**config.mk**
```make
export PLATFORM = sky130hd
export DESIGN_NAME = disp_timing_gen
export DESIGN_NICKNAME = d
export VERILOG_FILES = /design/src/rtl/disp_timing_gen.sv
export SDC_FILE = /design/constraint.sdc
export NUM_CORES = 1
export LEC_CHECK = 0
export CORE_MARGIN = 2
export CORE_UTILIZATION = 52
export CTS_CLUSTER_SIZE = 14
export DETAILED_ROUTE_END_ITERATION = 10
export PLACE_DENSITY_LB_ADDON = 0.05
export SLEW_MARGIN = 10
export SYNTH_ARGS = -nofsm -noshare
export SYNTH_HDL_FRONTEND = slang
export SYNTH_SLANG_ARGS = --single-unit
```
**constraint.sdc**
```tcl
create_clock -name clk -period 5.3 [get_ports clk]
set_clock_uncertainty 0.1 [all_clocks]
set_input_delay 1.06 -clock clk [delete_from_list [all_inputs] [get_ports clk]]
set_output_delay 1.06 -clock clk [all_outputs]
set_load 0.05 [all_outputs]
```
**src/rtl/disp_timing_gen.sv**
```systemverilog
// rtl/disp_timing_gen.sv - display timing generator with frame_buf read issue and aligned pixel output
module disp_timing_gen #(
    parameter int H_ACTIVE = 640,
    parameter int H_FP     = 16,
    parameter int H_SYNC   = 96,
    parameter int H_BP     = 48,
    parameter int V_ACTIVE = 480,
    parameter int V_FP     = 10,
    parameter int V_SYNC   = 2,
    parameter int V_BP     = 33,
    parameter bit HS_POL   = 1'b0,
    parameter bit VS_POL   = 1'b0,
    parameter int RD_LAT   = 1,
    parameter int CNT_W    = 12
) (
    input  logic        clk,
    input  logic        reset,
    input  logic        en,
    input  logic [23:0] pix_in,
    output logic        rd_en_out,
    output logic [23:0] rgb_out,
    output logic        de,
    output logic        hsync,
    output logic        vsync,
    output logic        frame_start
);
    localparam int H_TOTAL = H_ACTIVE + H_FP + H_SYNC + H_BP;
    localparam int V_TOTAL = V_ACTIVE + V_FP + V_SYNC + V_BP;
    localparam int DL      = RD_LAT + 1;

    localparam logic [CNT_W-1:0] H_LAST = CNT_W'(H_TOTAL - 1);
    localparam logic [CNT_W-1:0] V_LAST = CNT_W'(V_TOTAL - 1);
    localparam logic [CNT_W-1:0] H_ACT  = CNT_W'(H_ACTIVE);
    localparam logic [CNT_W-1:0] V_ACT  = CNT_W'(V_ACTIVE);
    localparam logic [CNT_W-1:0] H_SS   = CNT_W'(H_ACTIVE + H_FP);
    localparam logic [CNT_W-1:0] H_SE   = CNT_W'(H_ACTIVE + H_FP + H_SYNC);
    localparam logic [CNT_W-1:0] V_SS   = CNT_W'(V_ACTIVE + V_FP);
    localparam logic [CNT_W-1:0] V_SE   = CNT_W'(V_ACTIVE + V_FP + V_SYNC);

    typedef enum logic {ST_IDLE, ST_RUN} state_t;

    state_t           state_q, state_d;
    logic [CNT_W-1:0] h_cnt_q, h_cnt_d, v_cnt_q, v_cnt_d;
    logic             run, act, hs, vs, fs;
    logic [DL-1:0]    act_dly_q, hs_dly_q, vs_dly_q, fs_dly_q;
    logic             rd_en_q, de_q, hsync_q, vsync_q, fs_q;
    logic [23:0]      rgb_q;

    // Stage-0 decode; everything is blank while idle even though counters sit at 0.
    always_comb begin
        run = (state_q == ST_RUN);
        act = run && (h_cnt_q < H_ACT) && (v_cnt_q < V_ACT);
        hs  = run && (h_cnt_q >= H_SS) && (h_cnt_q < H_SE);
        vs  = run && (v_cnt_q >= V_SS) && (v_cnt_q < V_SE);
        fs  = run && (h_cnt_q == '0) && (v_cnt_q == '0);
    end

    always_comb begin
        state_d = state_q;
        h_cnt_d = h_cnt_q;
        v_cnt_d = v_cnt_q;
        if (state_q == ST_IDLE) begin
            h_cnt_d = '0;
            v_cnt_d = '0;
            if (en) state_d = ST_RUN;
        end else if (h_cnt_q == H_LAST) begin
            h_cnt_d = '0;
            if (v_cnt_q == V_LAST) begin
                v_cnt_d = '0;
                if (!en) state_d = ST_IDLE;
            end else begin
                v_cnt_d = v_cnt_q + CNT_W'(1);
            end
        end else begin
            h_cnt_d = h_cnt_q + CNT_W'(1);
        end
    end

    always_ff @(posedge clk) begin
        if (!reset) begin
            state_q   <= ST_IDLE;
            h_cnt_q   <= '0;
            v_cnt_q   <= '0;
            act_dly_q <= '0;
            hs_dly_q  <= '0;
            vs_dly_q  <= '0;
            fs_dly_q  <= '0;
            rd_en_q   <= 1'b1;
            de_q      <= 1'b0;
            rgb_q     <= '0;
            hsync_q   <= ~HS_POL;
            vsync_q   <= ~VS_POL;
            fs_q      <= 1'b0;
        end else begin
            state_q   <= state_d;
            h_cnt_q   <= h_cnt_d;
            v_cnt_q   <= v_cnt_d;
            rd_en_q   <= ~act;
            // Delay covers the rd_en register plus the frame_buf read latency.
            act_dly_q <= {act_dly_q[DL-2:0], act};
            hs_dly_q  <= {hs_dly_q[DL-2:0], hs};
            vs_dly_q  <= {vs_dly_q[DL-2:0], vs};
            fs_dly_q  <= {fs_dly_q[DL-2:0], fs};
            de_q      <= act_dly_q[DL-1];
            rgb_q     <= act_dly_q[DL-1] ? pix_in : 24'h0;
            hsync_q   <= hs_dly_q[DL-1] ? HS_POL : ~HS_POL;
            vsync_q   <= vs_dly_q[DL-1] ? VS_POL : ~VS_POL;
            fs_q      <= fs_dly_q[DL-1];
        end
    end

    assign rd_en_out   = rd_en_q;
    assign rgb_out     = rgb_q;
    assign de          = de_q;
    assign hsync       = hsync_q;
    assign vsync       = vsync_q;
    assign frame_start = fs_q;
endmodule

```
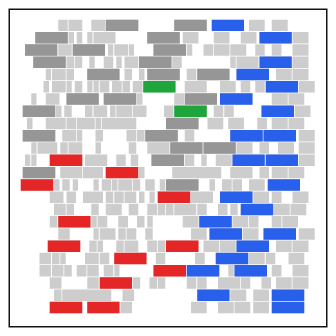
(register map, names as in the netlist)
Other sequential cells in the stronger grey, the rest of the logic in the fainter grey.
`v_cnt_q` -> red  # placed flops 12
`rgb_out` -> blue  # placed flops 24
`act_dly_q` -> green  # placed flops 2
not coloured = 24
Seq power: 477 uW
Storage cell area: 1240 um2
final core utilization: 71.4%
fraction of area in registers: 40.7%

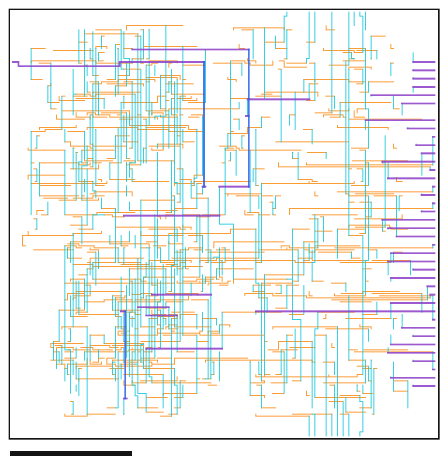
(routed metal, one colour a layer)
The bar under the picture is 20 um long.
M4 -> blue  # wire length 57.1 um
M2 -> cyan  # wire length 1,980 um
M3 -> purple  # wire length 312 um
M1 -> orange  # wire length 2,110 um

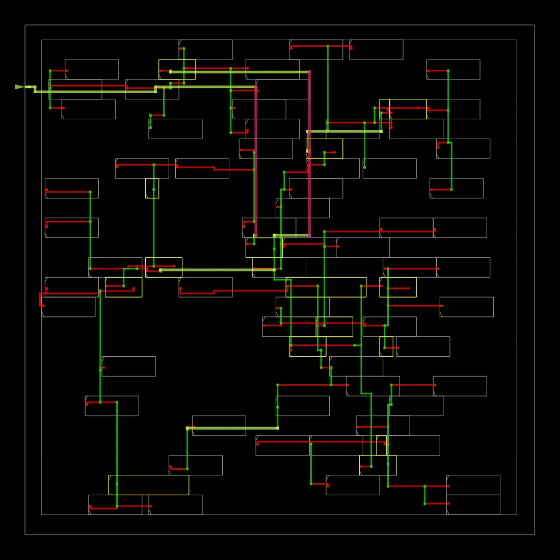
(clock nets)
number of CTS-inserted buffers: 9
number of clock sinks: 62
FF+latch count: 62

==> run summary <==
Results of the full flow below.

Power:
- The run puts the leakage power figure at 0.00114 uW.
- The run gives the maximum vdd drop as 0.235 mV.
- The run gives the power share of the sequential group as 48.7%.
- The run gives the relative contribution of the clock network to total power as 45.6%.

Worst setup path:
- The critical path starts at reset.
- The worst register-to-register path depth is 5.
- The run gives the worst setup path category as in2reg.
- Listed in order, past its start point the critical path passes clkdlybuf4s50_1, nand2_1, o21bai_1, a21oi_1.

Flow run:
- The run gives the total tool warning count as 28.

Layout:
- The run gives the highest-count logic cell in the final layout as sky130_fd_sc_hd__dfxtp_1.
- The run puts the area growth from synthesis to layout at 34.3%.
- For the completed layout, the total cell area is recorded as 3050 um2.
- The run gives the top cell class by occupied area as registers.
- In the final layout, multi-input gates take up 30.8% of the cell area.
- The run gives the area used by multi-input combinational logic as 937 um2.

Global route:
- The run puts the total grt overflow at 0.
- The run puts the number of global-route vias before repair at 1,639.

STA:
- The run puts the top achievable clock speed at 0.349 GHz.
- Setup repair after global routing left no endpoint under its margin.
- At the pin with the least slew margin, the transition time is 0.895 ns.
- The run puts the clock period minus final worst setup slack at 2.86 ns.
- The run puts the final tally of max-slew violations at 0.

Die:
- The flow inserted 52 tap cells.
- According to the floorplan report, the placeable core area is 4260 um2.
- According to the floorplan report, the total die area is 4910 um2.
- The run gives the count of pins on the block boundary as 56.

Clock network:
- The run gives the post-cts resize count as 0.
- Per the skew report, the later register of the worst-skew pair sees a clock latency of 0.32 ns.

Outcome:
- The flow ran to the end, and the final reports show no timing, DRC or antenna violations.

Logic synthesis:
- The run gives the average cell area after synthesis as 9.69 um2.
- The run gives the yosys-reported design area after synthesis as 2270 um2.

Hold path:
- For hold timing, the worst endpoint is hsync.
- The launch point of the worst min-delay path is recorded as hs_dly_q[1].
per-layer routing:
| layer | track usage (%) | vias to the layer above | wire length, um |
|---|---|---|---|
| met1 | 25.5 | 802 | 2110 |
| met5 | 0 | - | 0 |
| li1 | - | 931 | - |
| met2 | 28.8 | 57 | 1980 |
| met4 | 8.33 | 0 | 57 |
| met3 | 8.08 | 7 | 311 |
per-stage QoR:
step | cells | total power (uW) | utilization (%) | hold WS (ns) | setup WS [ns]
final | 346 | 979 | 71.4 | 0.265 | 2.44
after global routing | 346 | 1020 | 71.4 | 0.276 | 2.23
after CTS | 346 | 992 | 71.4 | 0.268 | 2.46
after detailed placement | 330 | 544 | 66.4 | 0.253 | 2.13
after global placement | 330 | 543 | 66.4 | 0.245 | 2.16
after floorplan | 234 | 514 | - | 0.243 | 3.20
logic make-up (layout without fill, tap and decap cells):
kind of cell / count (synthesis) / after routing / share of synthesized area [%]
simple gates: 114 / 114 / 29.2
fa+ha+maj: 4 / 4 / 2.21
xor+xnor: 11 / 11 / 4.25
compound gates: 22 / 22 / 5.68
buf+inv: 21 / 81 / 3.97
flops: 62 / 62 / 54.7
synthesized netlist by cell type (all sizes together):
library cell and count:
dfxtp 62, and3 24, nor2 18, nand2 14
a21oi 11, inv 10, nand3 10, nand4 10
xnor2 9, and2 8, nor3 8, clkbuf 7
or3 7, o31ai 5, or4 5, buf 4
ha 4, o21ai 4, and4 2, nor4 2
nor4b 2, xor2 2, nor2b 1, nor4bb 1
o21bai 1, o41ai 1, or3b 1, or4b 1
critical path: cells and delay by family:
family	cells	cell delay (ns)
AND-OR/OR-AND	2	0.69
AND/OR/NAND/NOR	1	0.19
buffers and inverters	1	1.06
Power is estimated from default activity; no workload was simulated.
